<file path="config.mk">
export PLATFORM = sky130hd
export DESIGN_NAME = mem_access_unit_flat
export DESIGN_NICKNAME = d
export VERILOG_FILES = /design/src/rtl/mem_access_unit_if.sv /design/src/rtl/mem_access_unit.sv /design/src/flat_wrapper.sv
export SDC_FILE = /design/constraint.sdc
export NUM_CORES = 1
export LEC_CHECK = 0
export ABC_AREA = 1
export CAP_MARGIN = 20
export CELL_PAD_IN_SITES_DETAIL_PLACEMENT = 0
export CELL_PAD_IN_SITES_GLOBAL_PLACEMENT = 1
export CORE_MARGIN = 8
export CORE_UTILIZATION = 34
export CTS_BUF_LIST = sky130_fd_sc_hd__clkbuf_8 sky130_fd_sc_hd__clkbuf_16
export DETAILED_ROUTE_END_ITERATION = 8
export PLACE_DENSITY_LB_ADDON = 0.1
export SETUP_SLACK_MARGIN = 0.15
export SYNTH_ARGS = -nofsm -noshare
export SYNTH_HDL_FRONTEND = slang
export SYNTH_SLANG_ARGS = --single-unit
</file>
<file path="constraint.sdc">
create_clock -name clock -period 3.4 [get_ports clock]
set_clock_uncertainty 0.15 [all_clocks]
set_input_delay 1.02 -clock clock [delete_from_list [all_inputs] [get_ports clock]]
set_output_delay 1.02 -clock clock [all_outputs]
set_load 0.01 [all_outputs]
</file>
<file path="src/rtl/mem_access_unit_if.sv">
// Request/response and data_memory bus for mem_access_unit.
// The slave side is the access unit; the master side is the pipeline plus data_memory.
interface mem_access_unit_if;
   logic        req_valid;
   logic        req_write;
   logic [1:0]  req_size;
   logic        req_signed;
   logic [63:0] req_addr;
   logic [63:0] req_wdata;
   logic        stall;
   logic        resp_valid;
   logic [63:0] resp_rdata;
   logic        resp_err;
   logic [63:0] mem_address;
   logic [63:0] mem_write_data;
   logic        mem_MemWrite;
   logic        mem_MemRead;
   logic [63:0] mem_read_data;

   modport master (
      output req_valid, req_write, req_size, req_signed, req_addr, req_wdata,
      input  stall, resp_valid, resp_rdata, resp_err,
      input  mem_address, mem_write_data, mem_MemWrite, mem_MemRead,
      output mem_read_data
   );

   modport slave (
      input  req_valid, req_write, req_size, req_signed, req_addr, req_wdata,
      output stall, resp_valid, resp_rdata, resp_err,
      output mem_address, mem_write_data, mem_MemWrite, mem_MemRead,
      input  mem_read_data
   );
endinterface

</file>
<file path="src/rtl/mem_access_unit.sv">
// MEM-stage load/store front end: 64-bit word accesses, RMW for sub-dword stores.
// Define MEM_ACCESS_SW_GUARD_EN to block stores to the switch word SW_WORD.
module mem_access_unit #(
   parameter int          ADDR_LSB = 3,
   parameter logic [63:0] SW_WORD  = 64'd21
) (
   input logic              clock,
   input logic              reset,
   mem_access_unit_if.slave bus
);

`ifdef MEM_ACCESS_SW_GUARD_EN
   localparam bit GUARD_EN = 1'b1;
`else
   localparam bit GUARD_EN = 1'b0;
`endif

   typedef enum logic [1:0] {IDLE, LD_RESP, RMW_WR} state_t;

   state_t      state;
   logic [63:0] merged_q;
   logic [63:0] index_q;
   logic        resp_valid_q;
   logic        resp_err_q;
   logic [63:0] resp_rdata_q;

   logic [63:0] word_index;
   logic [5:0]  lane_shift;
   logic        misaligned;
   logic        blocked;
   logic        accept;
   logic        access_ok;
   logic        dword_store;
   logic        start_read;
   logic [63:0] size_mask;
   logic [63:0] lane_mask;
   logic [63:0] merged;
   logic [63:0] shifted_rd;
   logic [63:0] extended;

   assign word_index  = bus.req_addr >> ADDR_LSB;
   assign lane_shift  = {bus.req_addr[2:0], 3'b000};
   assign blocked     = GUARD_EN && bus.req_write && (word_index == SW_WORD);
   assign accept      = (state == IDLE) && bus.req_valid && !reset;
   assign access_ok   = accept && !misaligned && !blocked;
   assign dword_store = bus.req_write && (bus.req_size == 2'b11);
   assign start_read  = access_ok && !dword_store;

   // Alignment check, lane masks and load extension all key off the access size.
   always_comb begin
      misaligned = 1'b0;
      size_mask  = 64'hFFFF_FFFF_FFFF_FFFF;
      extended   = shifted_rd;
      case (bus.req_size)
         2'b00: begin
            size_mask = 64'h0000_0000_0000_00FF;
            extended  = {{56{bus.req_signed & shifted_rd[7]}}, shifted_rd[7:0]};
         end
         2'b01: begin
            misaligned = bus.req_addr[0];
            size_mask  = 64'h0000_0000_0000_FFFF;
            extended   = {{48{bus.req_signed & shifted_rd[15]}}, shifted_rd[15:0]};
         end
         2'b10: begin
            misaligned = |bus.req_addr[1:0];
            size_mask  = 64'h0000_0000_FFFF_FFFF;
            extended   = {{32{bus.req_signed & shifted_rd[31]}}, shifted_rd[31:0]};
         end
         default: begin
            misaligned = |bus.req_addr[2:0];
         end
      endcase
   end

   assign shifted_rd = bus.mem_read_data >> lane_shift;
   assign lane_mask  = size_mask << lane_shift;
   assign merged     = (bus.mem_read_data & ~lane_mask) | ((bus.req_wdata << lane_shift) & lane_mask);

   // Strobes are gated by reset so a reset in RMW_WR drops the pending write.
   assign bus.stall          = start_read;
   assign bus.mem_MemRead    = start_read;
   assign bus.mem_MemWrite   = (access_ok && dword_store) || ((state == RMW_WR) && !reset);
   assign bus.mem_address    = (state == RMW_WR) ? index_q  : word_index;
   assign bus.mem_write_data = (state == RMW_WR) ? merged_q : bus.req_wdata;
   assign bus.resp_valid     = resp_valid_q;
   assign bus.resp_err       = resp_err_q;
   assign bus.resp_rdata     = resp_rdata_q;

   // Requests are only taken in IDLE; the held request during LD_RESP/RMW_WR is ignored.
   always_ff @(posedge clock) begin
      if (reset) begin
         state        <= IDLE;
         merged_q     <= '0;
         index_q      <= '0;
         resp_valid_q <= 1'b0;
         resp_err_q   <= 1'b0;
         resp_rdata_q <= '0;
      end else begin
         resp_valid_q <= 1'b0;
         resp_err_q   <= 1'b0;
         case (state)
            IDLE: begin
               if (accept) begin
                  if (misaligned || blocked) begin
                     resp_valid_q <= 1'b1;
                     resp_err_q   <= 1'b1;
                     resp_rdata_q <= '0;
                  end else if (!bus.req_write) begin
                     resp_valid_q <= 1'b1;
                     resp_rdata_q <= extended;
                     state        <= LD_RESP;
                  end else if (!dword_store) begin
                     merged_q <= merged;
                     index_q  <= word_index;
                     state    <= RMW_WR;
                  end
               end
            end
            LD_RESP: state <= IDLE;
            RMW_WR:  state <= IDLE;
            default: state <= IDLE;
         endcase
      end
   end

endmodule

</file>
<file path="src/flat_wrapper.sv">
// flat-port wrapper written by rule: the top's interface ports become plain ports
module mem_access_unit_flat 
#(
   parameter int          ADDR_LSB = 3,
   parameter logic [63:0] SW_WORD  = 64'd21
)
  (clock, reset, bus_req_valid, bus_req_write, bus_req_size, bus_req_signed, bus_req_addr, bus_req_wdata, bus_stall, bus_resp_valid, bus_resp_rdata, bus_resp_err, bus_mem_address, bus_mem_write_data, bus_mem_MemWrite, bus_mem_MemRead, bus_mem_read_data);
  mem_access_unit_if bus_i ();
  input logic clock;
  input logic reset;
  input wire logic [$bits(bus_i.req_valid)-1:0] bus_req_valid;
  input wire logic [$bits(bus_i.req_write)-1:0] bus_req_write;
  input wire logic [$bits(bus_i.req_size)-1:0] bus_req_size;
  input wire logic [$bits(bus_i.req_signed)-1:0] bus_req_signed;
  input wire logic [$bits(bus_i.req_addr)-1:0] bus_req_addr;
  input wire logic [$bits(bus_i.req_wdata)-1:0] bus_req_wdata;
  output wire logic [$bits(bus_i.stall)-1:0] bus_stall;
  output wire logic [$bits(bus_i.resp_valid)-1:0] bus_resp_valid;
  output wire logic [$bits(bus_i.resp_rdata)-1:0] bus_resp_rdata;
  output wire logic [$bits(bus_i.resp_err)-1:0] bus_resp_err;
  output wire logic [$bits(bus_i.mem_address)-1:0] bus_mem_address;
  output wire logic [$bits(bus_i.mem_write_data)-1:0] bus_mem_write_data;
  output wire logic [$bits(bus_i.mem_MemWrite)-1:0] bus_mem_MemWrite;
  output wire logic [$bits(bus_i.mem_MemRead)-1:0] bus_mem_MemRead;
  input wire logic [$bits(bus_i.mem_read_data)-1:0] bus_mem_read_data;
  assign bus_i.req_valid = bus_req_valid;
  assign bus_i.req_write = bus_req_write;
  assign bus_i.req_size = bus_req_size;
  assign bus_i.req_signed = bus_req_signed;
  assign bus_i.req_addr = bus_req_addr;
  assign bus_i.req_wdata = bus_req_wdata;
  assign bus_stall = bus_i.stall;
  assign bus_resp_valid = bus_i.resp_valid;
  assign bus_resp_rdata = bus_i.resp_rdata;
  assign bus_resp_err = bus_i.resp_err;
  assign bus_mem_address = bus_i.mem_address;
  assign bus_mem_write_data = bus_i.mem_write_data;
  assign bus_mem_MemWrite = bus_i.mem_MemWrite;
  assign bus_mem_MemRead = bus_i.mem_MemRead;
  assign bus_i.mem_read_data = bus_mem_read_data;
  mem_access_unit #(.ADDR_LSB(ADDR_LSB), .SW_WORD(SW_WORD)) u_core (.clock(clock), .reset(reset), .bus(bus_i));
endmodule
</file>
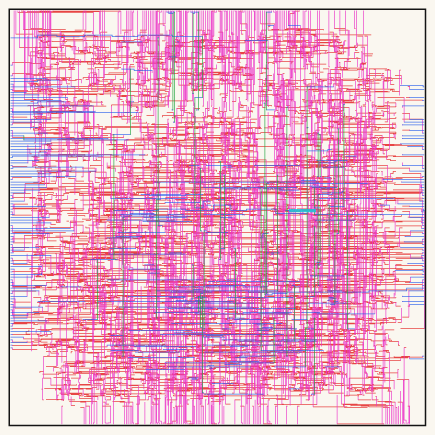
(images/wires.png)
(2 px per µm)
Green stands for metal 4, wire length 2030 µm. Red stands for metal 1, wire length 26.7 mm. Cyan stands for metal 5, wire length 12.0 µm. Magenta stands for metal 2, wire length 29.2 mm. Blue stands for metal 3, wire length 4740 µm.

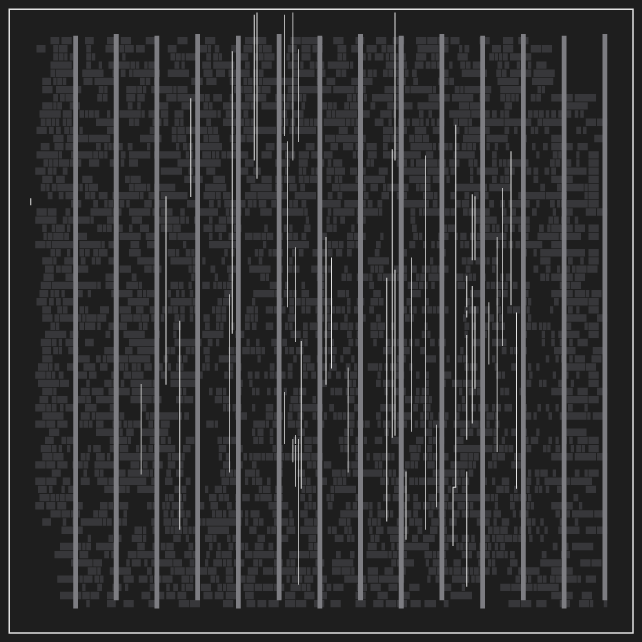
(images/layer_met4.png)
(3 px per µm) Supply wires on this layer in grey.
The layer carries 2030 µm of wire. 39 nets have wire on it. The layer holds 3.2% of the routed length.

==> impl_metrics.tcl <==
# flow metrics
set metrics [dict create \
    status "finished clean" \
    drc_errors 0 \
    post-place-ws_ns -0.6598 \
    rsz0062_at_grt "yes" \
    setup_viol 0 \
    ys_sh_adder_pct 0 \
    p_total_mw 6.400 \
    yosys.area.top_type "dfxtp_1" \
    fin_crit_sh_pct 95.30 \
    syn_avg_cell_area_um2 6.142 \
    setup_tns_ns 0 \
    endpoint_kind "output port" \
    ys.flops 193 \
    worst_setup_path_start_kind "input pin" \
    top_cells_by_area "dfxtp_1 (31%), nand2_1 (16%), o21ai_0 (12%)" \
    min_period_ns 3.240 \
    min_path_type "flip-flop to flip-flop" \
    antenna_found_initial 5 \
    synthFlopType "dfxtp_1" \
    async_flop_share_pct 0 \
    portBuffers 392 \
    worst_slew_pin_slew_ns 0.7390 \
    htree_num_levels 4 \
    drive_gt1_share_pct 15.07 \
    worstPathArrival_ns 2.07 \
    timing.fmax_mhz 308.6 \
    finalWirelength_um 62610 \
    synth_stat.cells 2028 \
    numCtsBuffers 17 \
    edf_count 0 \
    cts_tree "built" \
    top_cell "nand2_1" \
    rows 70 \
    cts_root_buffer "clkbuf_16" \
    postCtsHoldBufs 0 \
    power.density_mw_per_mm2 341.6 \
    drt_iter0_markers 1436 \
    synth_top_area_share_pct 31.02 \
    critPathKind "input pin to output port" \
    cts_buffer_depth 2 \
    crit_top_cell "buf_6" \
    logic_area_mm2 0.007267 \
    num-fill-cells 3866 \
    clk_pin_slew_worst_paths_ns 0.08 \
    cts_setup_buffers 5 \
    synth_cell_types 38 \
    p_leak_nw 7.992 \
    synthXorXnorAreaFrac_pct 0 \
    track_usage_pct 28.17 \
    core-area_mm2 0.03635 \
    syn_inst 2028 \
    ir_drop_mv 0.3716 \
    yosysWarnings 0 \
    mostFrequentLayoutCells "nand2_1 (543), o21ai_0 (300), clkdlybuf4s50_1 (255)" \
    grt_start_max_net_pins 84 \
    fin_hold_ws_ns 0.2991 \
    finalWorstSetupSlack_ns 0.1598 \
    yosys_area_mm2 0.01246 \
    synthTopLogicFamily "AND-OR/OR-AND gates" \
    crit_chain "clkdlybuf4s50_1, inv_1, nor2_1, nor2_4, buf_6, buf_6" \
    ys_seq_share_pct 31.02 \
    die_area_mm2 0.04301 \
    synthToLayoutAreaGrowth_pct 50.39 \
    fin_cells 2991 \
    cp_slowest_stage_delay_ns 0.48 \
    hold_depth 2 \
    lay_top_count "nand2_1" \
    final_nets 2707 \
    final_area_mm2 0.01873 \
    max_slew_margin_pct 50.55 \
    grt_pass1_wl_um 94150 \
    hold_viol 0 \
    initial_utilization_pct 34.27 \
    place.gp.congestion 0.9429 \
    r2r_cells 11 \
    vias_per_cell 5.232 \
    cts_resized 169 \
    critical_path_peak_fanout 2 \
    top_cells_by_count "nand2_1 (544), o21ai_0 (301), dfxtp_1 (193)" \
    simple_gate_area_share_pct 26.54 \
    critPathSlowestCell "clkdlybuf4s50_1" \
    worst_ep_required_time_ns 2.23 \
    grt.overflow.total 0 \
    syn_area_mm2 0.01246 \
    maxCapViolCount 0 \
    flop_area_mm2 0.003869 \
    aoi_share_pct 28.67 \
    drtPass1Iterations 5 \
    finish.utilization_pct 51.54 \
    finalMaxSlewViolations 0 \
    die_w_um 207.4 \
    mux_area_share_pct 2.240 \
    warning_count 28 \
    dpl_cell_area_mm2 0.01807 \
    num_io_pins 396 \
    reg2reg_setup_slack_ns 1.15 \
    die_h_um 207.4 \
    antenna_left 0 \
    dp_hpwl_um 48720 \
    first_global_vias 15430 \
    placedCellCount 2949 \
    wl_per_cell_um 20.93 \
    vias 15650 \
]
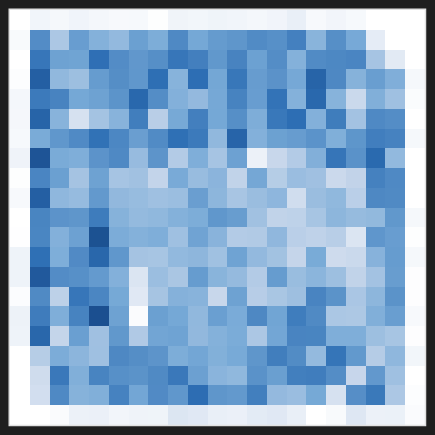
(images/cell_density.png)
(2 px per µm) 21 x 21 tiles, from white (low) to dark blue (high), 0 to 100% covered.
3.4% of the tiles are over 75% full. The fullest tile reaches 87%. 6.8% of the tiles are nearly empty. The mean over all tiles is 42%.

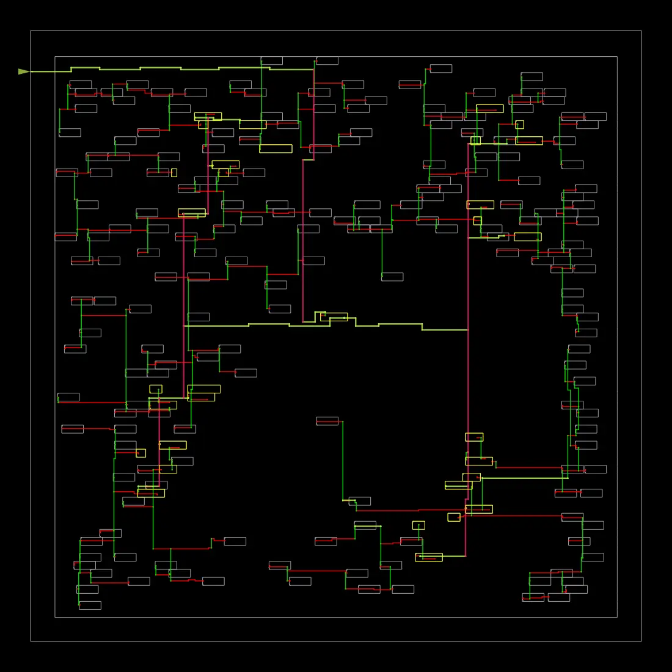
(images/clocks.png)
CLK BUF: 17
Worst-Skew Late Latency: 0.46 ns
flop count: 193
Clock Sinks: 193

-- critical path, delay by kind of cell --
family	cells	cell delay, ns
buffers and inverters	4	0.80
and+or+nand+nor	2	0.26
-- layout make-up --
| cell class | count | share of cell area, % |
|---|---|---|
| multi-input combinational | 1501 | 38.80 |
| timing repair buffer | 628 | 30.65 |
| sequential | 193 | 20.65 |
| inverter | 167 | 3.420 |
| tap | 468 | 3.126 |
| clock buffer | 17 | 2.271 |
| clock inverter | 15 | 1.055 |
| antenna | 2 | 0.02672 |
-- path summary, 6_finish.rpt --
| check | end | from |
|---|---|---|
| max | bus_mem_MemRead | bus_req_write |
| min | u_core.index_q[27]$_SDFFE_PP0P_ | u_core.index_q[27]$_SDFFE_PP0P_ |
| max reg2reg | u_core.merged_q[43]$_SDFFE_PP0P_ | u_core.state[1]$_SDFFE_PP0P_ |
| min reg2reg | u_core.index_q[27]$_SDFFE_PP0P_ | u_core.index_q[27]$_SDFFE_PP0P_ |
-- power by group --
group	switching, mW	internal (mW)
sequential	0.0269	2.33
clock	1.08	1.12
combinational	1.04	0.805
-- flip-flops by register name, indices dropped and copies added (netlist names) --
name / flops
u_core.bus.resp_err: 1
u_core.bus.resp_rdata: 64
u_core.bus.resp_valid: 1
u_core.index_q: 61
u_core.merged_q: 64
u_core.state: 2
-- logic make-up (layout without fill, tap and decap cells) --
logic type / Yosys count / in the layout
AND-OR/OR-AND: 663 / 663
buffers and inverters: 337 / 827
flip-flops: 193 / 193
multiplexers: 25 / 25
other: 1 / 5
AND/OR/NAND/NOR: 809 / 810
-- layer usage --
layer  track usage [%]  wire [µm]
met4             9.712       2025
met1             35.42      26680
met3             6.220       4741
met2             47.04      29150
met5                 0         11
Power and IR drop assume default switching activity.
